Fig. 1: metal 3
(2 px per µm)
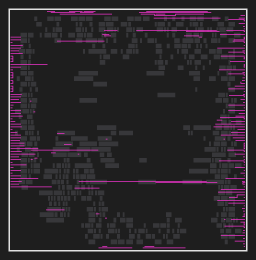
Fig. 2: placement view
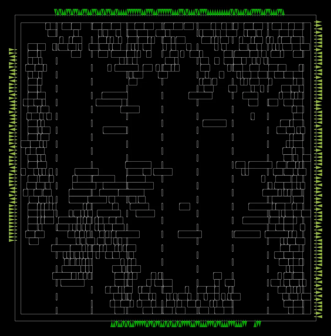
==> config.mk <==
export PLATFORM = sky130hd
export DESIGN_NAME = mem_port_arbiter_flat
export DESIGN_NICKNAME = d
export VERILOG_FILES = /design/src/rtl/mem_port_arbiter_if.sv /design/src/rtl/mem_port_arbiter.sv /design/src/flat_wrapper.sv
export SDC_FILE = /design/constraint.sdc
export NUM_CORES = 1
export LEC_CHECK = 0
export ABC_AREA = 1
export CAP_MARGIN = 20
export CORE_AREA = 2 2 116 118
export DETAILED_ROUTE_END_ITERATION = 10
export DIE_AREA = 0 0 118 120
export SLEW_MARGIN = 20
export SYNTH_ARGS = -nofsm -noshare
export SYNTH_HDL_FRONTEND = slang
export SYNTH_SLANG_ARGS = --single-unit
export TNS_END_PERCENT = 5
==> constraint.sdc <==
create_clock -name CLK -period 2 [get_ports CLK]
set_clock_uncertainty 0.1 [all_clocks]
set_input_delay 0.4 -clock CLK [delete_from_list [all_inputs] [get_ports CLK]]
set_output_delay 0.4 -clock CLK [all_outputs]
set_load 0.01 [all_outputs]
==> reports/metrics.yaml <==
timing.slew.headroom_pct: 85.6
grt_start_max_net_pins: 34
ys_sh_adder_pct: 2.99
p_leak_nw: 1.67
core_util_floorplan_pct: 16.1
max-clock-path-buffers: 2
edf_count: 0
numClockSinks: 6
final_common_cell: "nand2_1"
firstDrtPassIters: 4
place.port_buffers: 204
powerClk_uw: 328
aoi_share_pct: 25.2
synth_top_cell_by_count: "nand2_1"
final-hold-violation-count: 0
top_area_cell: "nand2_1"
num_rows: 42
grt_pass1_vias: 2989
synth_cells: 362
comb_power_share_pct: 87.4
r2r_slack_ns: 0.23
fillers: 1451
power.internal_mw: 2.19
overflow: 0
clock_power_share_pct: 7.7
cts.repair.resized: 238
ys_types: 15
die_w_um: 118
crit_cells: 6
violations: "setup timing"
synthToLayoutAreaGrowth_pct: 106
critPathLaunchType: "flip-flop"
slew_violations: 0
grtUsageTotal_pct: 13.3
status: "finished with violations"
grt_antenna_before_repair: 0
cts_setup_buffers: 4
crit_family: "buffers and inverters"
path_max_fanout: 8
cp.required_ns: 1.50
top_power_group: "combinational logic"
grt_pass1_wl_um: 15100
max_stage_delay_ns: 0.37
top_logic_kind: "buffers and inverters"
fin_ws_ns: -0.0835
gp_congestion: 0.850
drv_cap: 0
dpl.hpwl_um: 7300
holdWs_ns: 0.414
final_util_pct: 33.2
cts_buffers: 3
ys_sh_xor_pct: 0
seq_power_share_pct: 5.0
setup_viol: 57
ys_sh_simple_pct: 32.9
path_cells: "inv_4 -> ha_4 -> nand2_8 -> clkbuf_16 -> a21oi_2 -> buf_2"
synth_seq_share_pct: 5.73
fmax_mhz: 480
worstSetupEndpointType: "output port"
yosys_area_mm2: 0.00209
fp_nets: 534
seq_cell_power_uw: 213
period_needed_ns: 2.08
cpMaxStageDelayCell: "dfxtp_4"
cp.arrival_ns: 1.58
ys_cells: 362
ir_drop_v: 0.000439
warnings: 31
power_density_mw_per_mm2: 994
fin_area_mm2: 0.00431
common_cells: "152 x nand2_1, 65 x buf_4, 42 x a21oi_2, 32 x a21oi_1, 12 x buf_2"
synth_area_mm2: 0.00209
critPathBufInv: 3
sw_frac_of_total_pct: 48.9
n_antenna_cell: 0
path_class: "flip-flop to output port"
Notes on Fig. 1 above:
nets with wire on the layer	150
wire length on this layer	1170 µm
main direction	horizontal
DRT Wirelength: 11800 µm
M3 GR Usage: 5.56%
via count: 2968

Notes on Fig. 2 above:
Tap Cells: 176
core footprint: 0.0130 mm²
flip-flops: 6

## area by class of cell
cell class,count,area [µm²],area share [%]
Clock buffer,3,75.1,1.74
Sequential cell,6,128,2.96
Multi-Input combinational cell,257,1500,34.7
Timing Repair Buffer,236,2330,54.2
Inverter,13,53.8,1.25
Tap cell,176,220,5.11
## metrics by stage
stage	worst slack, ns	power (mW)	std cells
final	-0.0835	4.28	691
after global routing	-0.139	4.56	691
after CTS	-0.141	3.60	680
after detailed placement	-0.527	2.74	669
after global placement	-0.530	2.72	669
after floorplan	0.267	1.79	362
## routing by layer
metal  global-route usage [%]  up-vias  wire [µm]
met5                        0        -          0
met4                     5.27        0        399
met3                     5.56       38       1170
met2                     23.5      181       5520
met1                     14.0     1355       4720
li1                         -     1394          -
No activity file was given, so power comes from the tool's default toggle rates.
